<file path="config.mk">
export PLATFORM = sky130hd
export DESIGN_NAME = wddr_axi_ctr
export DESIGN_NICKNAME = d
export VERILOG_FILES = /design/src/rtl/wddr_axi_ctr.sv
export SDC_FILE = /design/constraint.sdc
export NUM_CORES = 1
export LEC_CHECK = 0
export CAP_MARGIN = 20
export CORE_MARGIN = 4
export CORE_UTILIZATION = 39
export CTS_BUF_LIST = sky130_fd_sc_hd__clkbuf_2 sky130_fd_sc_hd__clkbuf_4 sky130_fd_sc_hd__clkbuf_8
export DETAILED_ROUTE_END_ITERATION = 10
export GPL_ROUTABILITY_DRIVEN = 0
export GPL_TIMING_DRIVEN = 0
export HOLD_SLACK_MARGIN = 0.08
export PLACE_DENSITY = 0.89
export SYNTH_ARGS = -nofsm -noshare
export SYNTH_HDL_FRONTEND = slang
export SYNTH_SLANG_ARGS = --single-unit
export TNS_END_PERCENT = 100
</file>
<file path="constraint.sdc">
create_clock -name clk_sys -period 3.9 [get_ports clk_sys]
set_clock_uncertainty 0.1 [all_clocks]
set_input_delay 0.585 -clock clk_sys [delete_from_list [all_inputs] [get_ports clk_sys]]
set_output_delay 0.585 -clock clk_sys [all_outputs]
set_load 0.01 [all_outputs]
</file>
<file path="src/rtl/wddr_axi_ctr.sv">
// wddr_axi_ctr: single-burst AXI4 write master fed by a valid/ready word stream.
module wddr_axi_ctr #(
  parameter int ADDR_WIDTH = 64,
  parameter int DATA_WIDTH = 32
) (
  input  logic                      clk_sys,
  input  logic                      rst_sys,
  input  logic                      wr_start,
  input  logic [ADDR_WIDTH-1:0]     wr_addr,
  input  logic [8:0]                wr_len,
  input  logic [DATA_WIDTH-1:0]     wr_data,
  input  logic                      wr_data_vld,
  output logic                      wr_data_rdy,
  output logic                      wr_busy,
  output logic                      wr_done,
  output logic                      wr_err,
  output logic [ADDR_WIDTH-1:0]     m_axi_awaddr,
  output logic [7:0]                m_axi_awlen,
  output logic [2:0]                m_axi_awsize,
  output logic [1:0]                m_axi_awburst,
  output logic                      m_axi_awlock,
  output logic [3:0]                m_axi_awcache,
  output logic [2:0]                m_axi_awprot,
  output logic [3:0]                m_axi_awqos,
  output logic                      m_axi_awvalid,
  input  logic                      m_axi_awready,
  output logic [DATA_WIDTH-1:0]     m_axi_wdata,
  output logic [DATA_WIDTH/8-1:0]   m_axi_wstrb,
  output logic                      m_axi_wlast,
  output logic                      m_axi_wvalid,
  input  logic                      m_axi_wready,
  input  logic [1:0]                m_axi_bresp,
  input  logic                      m_axi_bvalid,
  output logic                      m_axi_bready
);
  typedef enum logic [2:0] {IDLE, AW, W, B, ERR} state_t;
  state_t     state;
  logic       start_dly;
  logic [7:0] cnt;
  logic       start_edge;
  logic       beat;
  assign start_edge    = wr_start & ~start_dly;
  assign beat          = m_axi_wvalid & m_axi_wready;
  assign m_axi_awsize  = 3'd2;
  assign m_axi_awburst = 2'd1;
  assign m_axi_awlock  = 1'b0;
  assign m_axi_awcache = 4'd3;
  assign m_axi_awprot  = 3'd0;
  assign m_axi_awqos   = 4'd0;
  assign m_axi_wstrb   = '1;
  assign m_axi_wdata   = wr_data;
  assign m_axi_wvalid  = (state == W) & wr_data_vld;
  assign wr_data_rdy   = (state == W) & m_axi_wready;
  assign m_axi_wlast   = (state == W) & (cnt == m_axi_awlen);
  assign m_axi_bready  = (state == B);
  assign wr_busy       = (state != IDLE) | wr_done;
  // The done pulse after B is still part of the busy window, so edges there are dropped.
  always_ff @(posedge clk_sys or posedge rst_sys) begin
    if (rst_sys) begin
      state         <= IDLE;
      start_dly     <= 1'b0;
      cnt           <= 8'd0;
      wr_done       <= 1'b0;
      wr_err        <= 1'b0;
      m_axi_awaddr  <= '0;
      m_axi_awlen   <= 8'd0;
      m_axi_awvalid <= 1'b0;
    end else begin
      start_dly <= wr_start;
      wr_done   <= 1'b0;
      wr_err    <= 1'b0;
      case (state)
        IDLE: if (start_edge && !wr_done) begin
          if (wr_len != 9'd0 && wr_len <= 9'd256) begin
            state         <= AW;
            m_axi_awaddr  <= wr_addr;
            m_axi_awlen   <= wr_len[7:0] - 8'd1;
            m_axi_awvalid <= 1'b1;
          end else begin
            state   <= ERR;
            wr_done <= 1'b1;
            wr_err  <= 1'b1;
          end
        end
        AW: if (m_axi_awready) begin
          m_axi_awvalid <= 1'b0;
          state         <= W;
        end
        W: if (beat) begin
          cnt   <= m_axi_wlast ? 8'd0 : cnt + 8'd1;
          state <= m_axi_wlast ? B : W;
        end
        B: if (m_axi_bvalid) begin
          state   <= IDLE;
          wr_done <= 1'b1;
          wr_err  <= m_axi_bresp[1];
        end
        ERR: state <= IDLE;
        default: state <= IDLE;
      endcase
    end
  end
endmodule

</file>
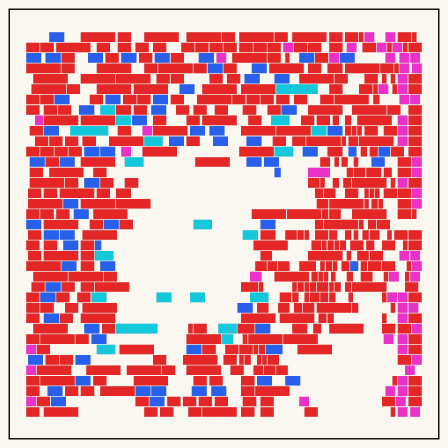
*Cells by drive strength, run 1*
legend:
  red:
    size: drive 1 or less
    cells: 417
    most_used: clkdlybuf4s50_1
  blue:
    size: drive 2
    cells: 73
    most_used: mux2_2
  magenta:
    size: drive 3 to 4
    cells: 57
    most_used: buf_4
  cyan:
    size: drive 6 and up
    cells: 20
    most_used: clkbuf_8
nonclk buf count: 256
Non-Filler Cell Area, Final: 6614 um2
Final Worst Setup Slack: 515.0 ps

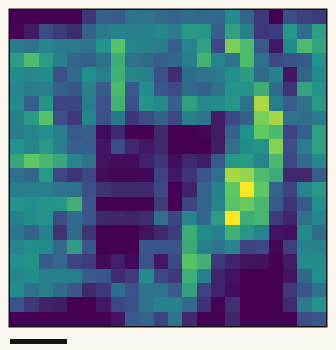
*Wiring heat map, run 1*
Bar = 20 um. The die is cut into 22 by 22 equal tiles; dark purple is low, yellow is high, scaled to the fullest tile. Values are wire area over tile area, all layers added.
tiles over half the peak: 18%
nearly empty tiles: 12%
emptiest ninth of the die: middle
fullest tile: 0.49
densest ninth of the die: right middle
mean over tiles: 0.15

==> flow_summary.toml, run 1 <==
# implementation run metrics
[yosys]
synthArstFlopShare_pct = 100.0
synthCells = 339
synth.logic.top_family = "multiplexers"
top_cells_by_area = "dfrtp_1 52%, mux2_2 18%, buf_4 9.5%"
most_common_cell = "dfrtp_1"
synth_area_um2 = 4202
xor_area_share_pct = 2.918
yosysTopAreaCell = "dfrtp_1"
synthSimpleGateAreaFrac_pct = 7.624
top_cell_area_share_pct = 51.82

[power]
power_density_nw_per_um2 = 636.2
pwr-share-clk_pct = 16.5
comb_power_mw = 1.95
swShare_pct = 31.86
total_power_mw = 4.208
p_int_mw = 2.867
power_frac_comb_pct = 46.3
pwr-share-seq_pct = 37.2
pg_seq_mw = 1.57
switching_power_mw = 1.340
clk-power_uw = 693

[timing]
setup_viol_count_final = 0
tightest_slew_ps = 711.0
slew_viol_final = 0
min_period_ps = 3385
hold_violations = 0

[cells_and_area]
comb_share_pct = 23.74
mostFrequentLayoutCells = "192 x clkdlybuf4s50_1, 87 x dfrtp_1, 66 x mux2_2"
diodes = 0
fillers = 793
area_share_nonclk_buffers_pct = 36.85
largest_register = "m_axi_awaddr"
clkbuf_count = 9
seq_share_pct = 32.92
fin_cells = 703
seq_cells = 87
largest_reg_flops = 64
final-clk-cell-share_pct = 3.311
post-route-util_pct = 63.50
drive_above_1_share_pct = 26.46

[detailed_routing]
wl_met2_um = 5970
highest_layer = "met4"
met3_wirelength_um = 1337
wire_per_inst_um = 16.40
wl_met1_um = 4055
remaining_drc_errors = 0
vias = 3305

[setup_path]
worst-path-buf-inv = 2
crit_path_start_kind = "flip-flop"
worstPathMaxFanout = 10
reg2reg_slack_ps = 1460
path_cells = "clkbuf_1 -> nor3b_1 -> nand3_1 -> nor3_1 -> clkdlybuf4s50_1"
path_depth = 5

[hold_path]
min_path_cells = 1
min_to = "m_axi_awaddr[1]"
hold_class = "flip-flop to flip-flop"

[flow_run]
maxCapViolations = 0
warning_count = 28

[placement]
dp.cells = 687
port_buffers = 192
dp_hpwl_um = 9212

[run_status]
outcome = "finished, final reports clean"

[clock_tree]
cts_max_level = 3
clk_pin_slew_ps = 90
hold_buffers = 0
cts_buffers = 9
clock-root-buffer = "clkbuf_8"

[grt]
grt_max_degree = 60

[floorplanning]
fp.dieH_um = 111.8
row_count = 37
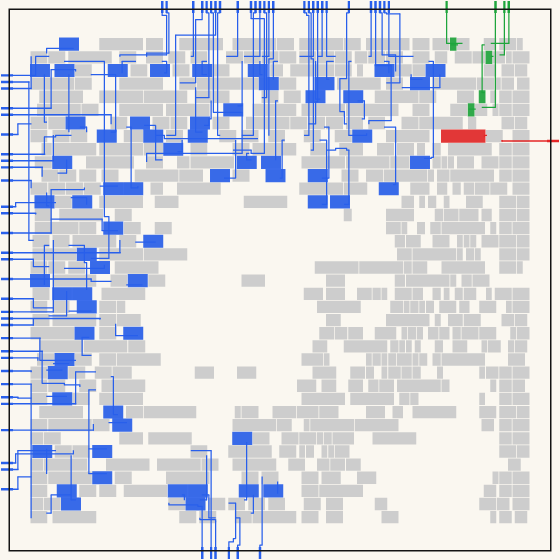
*Nets reached from selected ports, run 1*
legend:
  red:
    port: wr_err
    bits: 1
    direction: output
    edge: right
    end_cells: 1
    buffers: 1
    wire: 10.5 um
  green:
    port: m_axi_awcache
    bits: 4
    direction: output
    edge: top
    end_cells: 4
    buffers: 4
    wire: 66.9 um
  blue:
    port: wr_addr
    bits: 64
    direction: input
    edge: 31 left, 27 top, 6 bottom
    end_cells: 64
    buffers: 64
    wire: 1730 um

==> inputs of run 2 (changes only) <==
==> constraint.sdc (replaced) <==
create_clock -name clk_sys -period 3.9 [get_ports clk_sys]
set_clock_uncertainty 0.1 [all_clocks]
set_input_delay 0.78 -clock clk_sys [delete_from_list [all_inputs] [get_ports clk_sys]]
set_output_delay 0.78 -clock clk_sys [all_outputs]
set_load 0.01 [all_outputs]
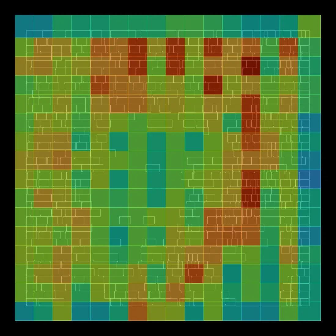
*Routing congestion map, run 2*
Global Route met1 Usage: 19.18%
all-layer global routing usage: 18.40%
met2 Usage GRT: 33.13%
most used routing layer: met2
met3 usage: 8.696%

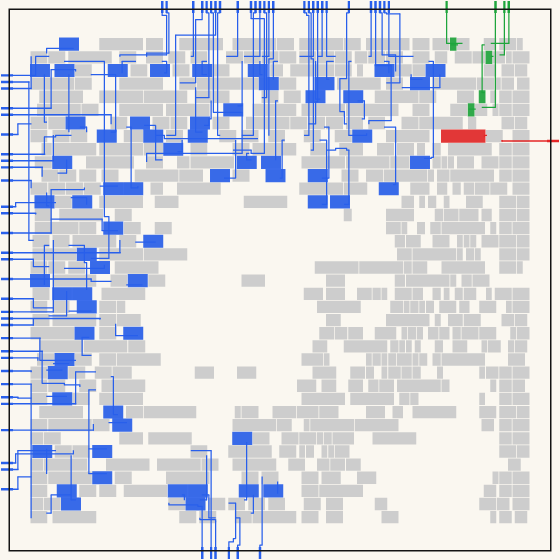
*Nets reached from selected ports, run 2*
legend:
  green:
    port: m_axi_awcache
    bits: 4
    direction: output
    edge: top
    end_cells: 4
    buffers: 4
    wire: 66.9 um
  red:
    port: wr_err
    bits: 1
    direction: output
    edge: right
    end_cells: 1
    buffers: 1
    wire: 10.5 um
  blue:
    port: wr_addr
    bits: 64
    direction: input
    edge: 31 left, 27 top, 6 bottom
    end_cells: 64
    buffers: 64
    wire: 1730 um

==> run 2 against run 1 <==
Against the previous run:
- clock-buffer cell count unchanged
- maximum frequency down 5.4%
- synthesized cell count unchanged
- sequential power about the same
- synthesized area unchanged
==> flow_summary.toml, run 2 <==
# implementation run metrics
[run_status]
outcome = "finished, final reports clean"

[yosys]
synthCells = 339
yosysTopAreaCell = "dfrtp_1"
synth_area_um2 = 4202
top_cells_by_area = "dfrtp_1 52%, mux2_2 18%, buf_4 9.5%"
most_common_cell = "dfrtp_1"
synthSimpleGateAreaFrac_pct = 7.624
top_cell_area_share_pct = 51.82
xor_area_share_pct = 2.918

[timing]
setup_viol_count_final = 0
layout_setup_ws_ps = 320.0
tightest_slew_ps = 711.0
min_period_ps = 3580
fin_crit_sh_pct = 91.79
hold_violations = 0
slew_viol_final = 0

[grt]
antenna_found_initial = 0
grt_max_degree = 60

[detailed_routing]
met3_wirelength_um = 1337
highest_layer = "met4"
wl_met2_um = 5970
wl_met1_um = 4055
wire_per_inst_um = 16.40
vias = 3305

[power]
total_power_mw = 4.208
switching_power_mw = 1.340
pwr-share-seq_pct = 37.2
pwr-share-clk_pct = 16.5
clk-power_uw = 693
power_frac_comb_pct = 46.3
power_density_nw_per_um2 = 636.2

[setup_path]
worstPathMaxFanout = 10
reg2reg_slack_ps = 1460
path_cells = "clkbuf_1 -> nor3b_1 -> nand3_1 -> nor3_1 -> clkdlybuf4s50_1"
crit_path_start_kind = "flip-flop"
worst-path-buf-inv = 2
path_depth = 5

[flow_run]
maxCapViolations = 0
warning_count = 28

[cells_and_area]
clkbuf_count = 9
buffers = 256
diodes = 0
seq_cells = 87
mostFrequentLayoutCells = "192 x clkdlybuf4s50_1, 87 x dfrtp_1, 66 x mux2_2"
final-clk-cell-share_pct = 3.311
seq_share_pct = 32.92
largest_reg_flops = 64
drive_above_1_share_pct = 26.46
post-route-util_pct = 63.50
fillers = 793
largest_register = "m_axi_awaddr"
area_share_nonclk_buffers_pct = 36.85

[placement]
dp_hpwl_um = 9212
dp.cells = 687
port_buffers = 192

[floorplanning]
fp.dieH_um = 111.8
row_count = 37

[clock_tree]
clock-root-buffer = "clkbuf_8"
hold_buffers = 0
cts_max_level = 3
clk_pin_slew_ps = 90
cts_buffers = 9

[hold_path]
min_path_cells = 1
min_to = "m_axi_awaddr[1]"
==> inputs of run 3 (changes only) <==
--- a/config.mk
+++ b/config.mk
@@ -12,3 +12,2 @@
 export DETAILED_ROUTE_END_ITERATION = 10
-export GPL_ROUTABILITY_DRIVEN = 0
 export GPL_TIMING_DRIVEN = 0
==> constraint.sdc (replaced) <==
create_clock -name clk_sys -period 3.9 [get_ports clk_sys]
set_clock_uncertainty 0.1 [all_clocks]
set_input_delay 0.585 -clock clk_sys [delete_from_list [all_inputs] [get_ports clk_sys]]
set_output_delay 0.585 -clock clk_sys [all_outputs]
set_load 0.01 [all_outputs]
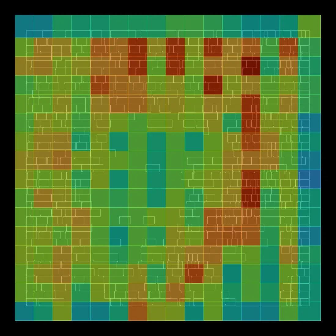
*Routing congestion map, run 3*
Final Util: 63.50%
Avg WL per Cell: 16.40 um

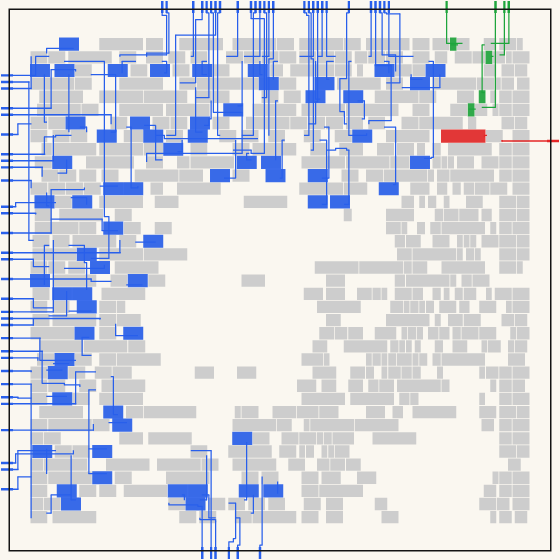
*Nets reached from selected ports, run 3*
legend:
  red:
    port: wr_err
    bits: 1
    direction: output
    edge: right
    end_cells: 1
    buffers: 1
    wire: 10.5 um
  green:
    port: m_axi_awcache
    bits: 4
    direction: output
    edge: top
    end_cells: 4
    buffers: 4
    wire: 66.9 um
  blue:
    port: wr_addr
    bits: 64
    direction: input
    edge: 31 left, 27 top, 6 bottom
    end_cells: 64
    buffers: 64
    wire: 1730 um

==> run 3 against run 2 <==
Against the previous run:
- final cell count did not move
- sequential cell count stayed put
- critical path type unchanged
- clock-buffer cell count is the same
- via count is the same
- critical endpoint unchanged
- synthesized area unchanged
- register-to-register slack about the same
- critical path depth unchanged
- routed wire length unchanged
- worst hold slack unchanged
- largest power group unchanged
==> flow_summary.toml, run 3 <==
# implementation run metrics
[cells_and_area]
clkbuf_count = 9
diodes = 0
largest_register = "m_axi_awaddr"
seq_cells = 87
seq_share_pct = 32.92
buffers = 256
drive_above_1_share_pct = 26.46
fillers = 793

[grt]
use_met2_pct = 33.13
grt-busiest-layer = "met2"
grt_max_degree = 60
met3_usage_pct = 8.696
grtUsageMet1_pct = 19.18

[setup_path]
crit_path_start_kind = "flip-flop"
path_cells = "clkbuf_1 -> nor3b_1 -> nand3_1 -> nor3_1 -> clkdlybuf4s50_1"
path_depth = 5
worst-path-buf-inv = 2

[placement]
port_buffers = 192

[detailed_routing]
met3_wirelength_um = 1337
vias = 3305
highest_layer = "met4"

[timing]
min_period_ps = 3385
setup_viol_count_final = 0
layout_setup_ws_ps = 515.0
slew_viol_final = 0
fin_crit_sh_pct = 86.79

[yosys]
yosysTopAreaCell = "dfrtp_1"
top_cell_area_share_pct = 51.82
synth_area_um2 = 4202
synthSimpleGateAreaFrac_pct = 7.624
xor_area_share_pct = 2.918

[power]
switching_power_mw = 1.340
clk-power_uw = 693

[flow_run]
warning_count = 28

[clock_tree]
clock-root-buffer = "clkbuf_8"
clk_pin_slew_ps = 90

[run_status]
outcome = "finished, final reports clean"

[floorplanning]
fp.dieH_um = 111.8
No activity file was given, so power comes from the tool's default toggle rates.
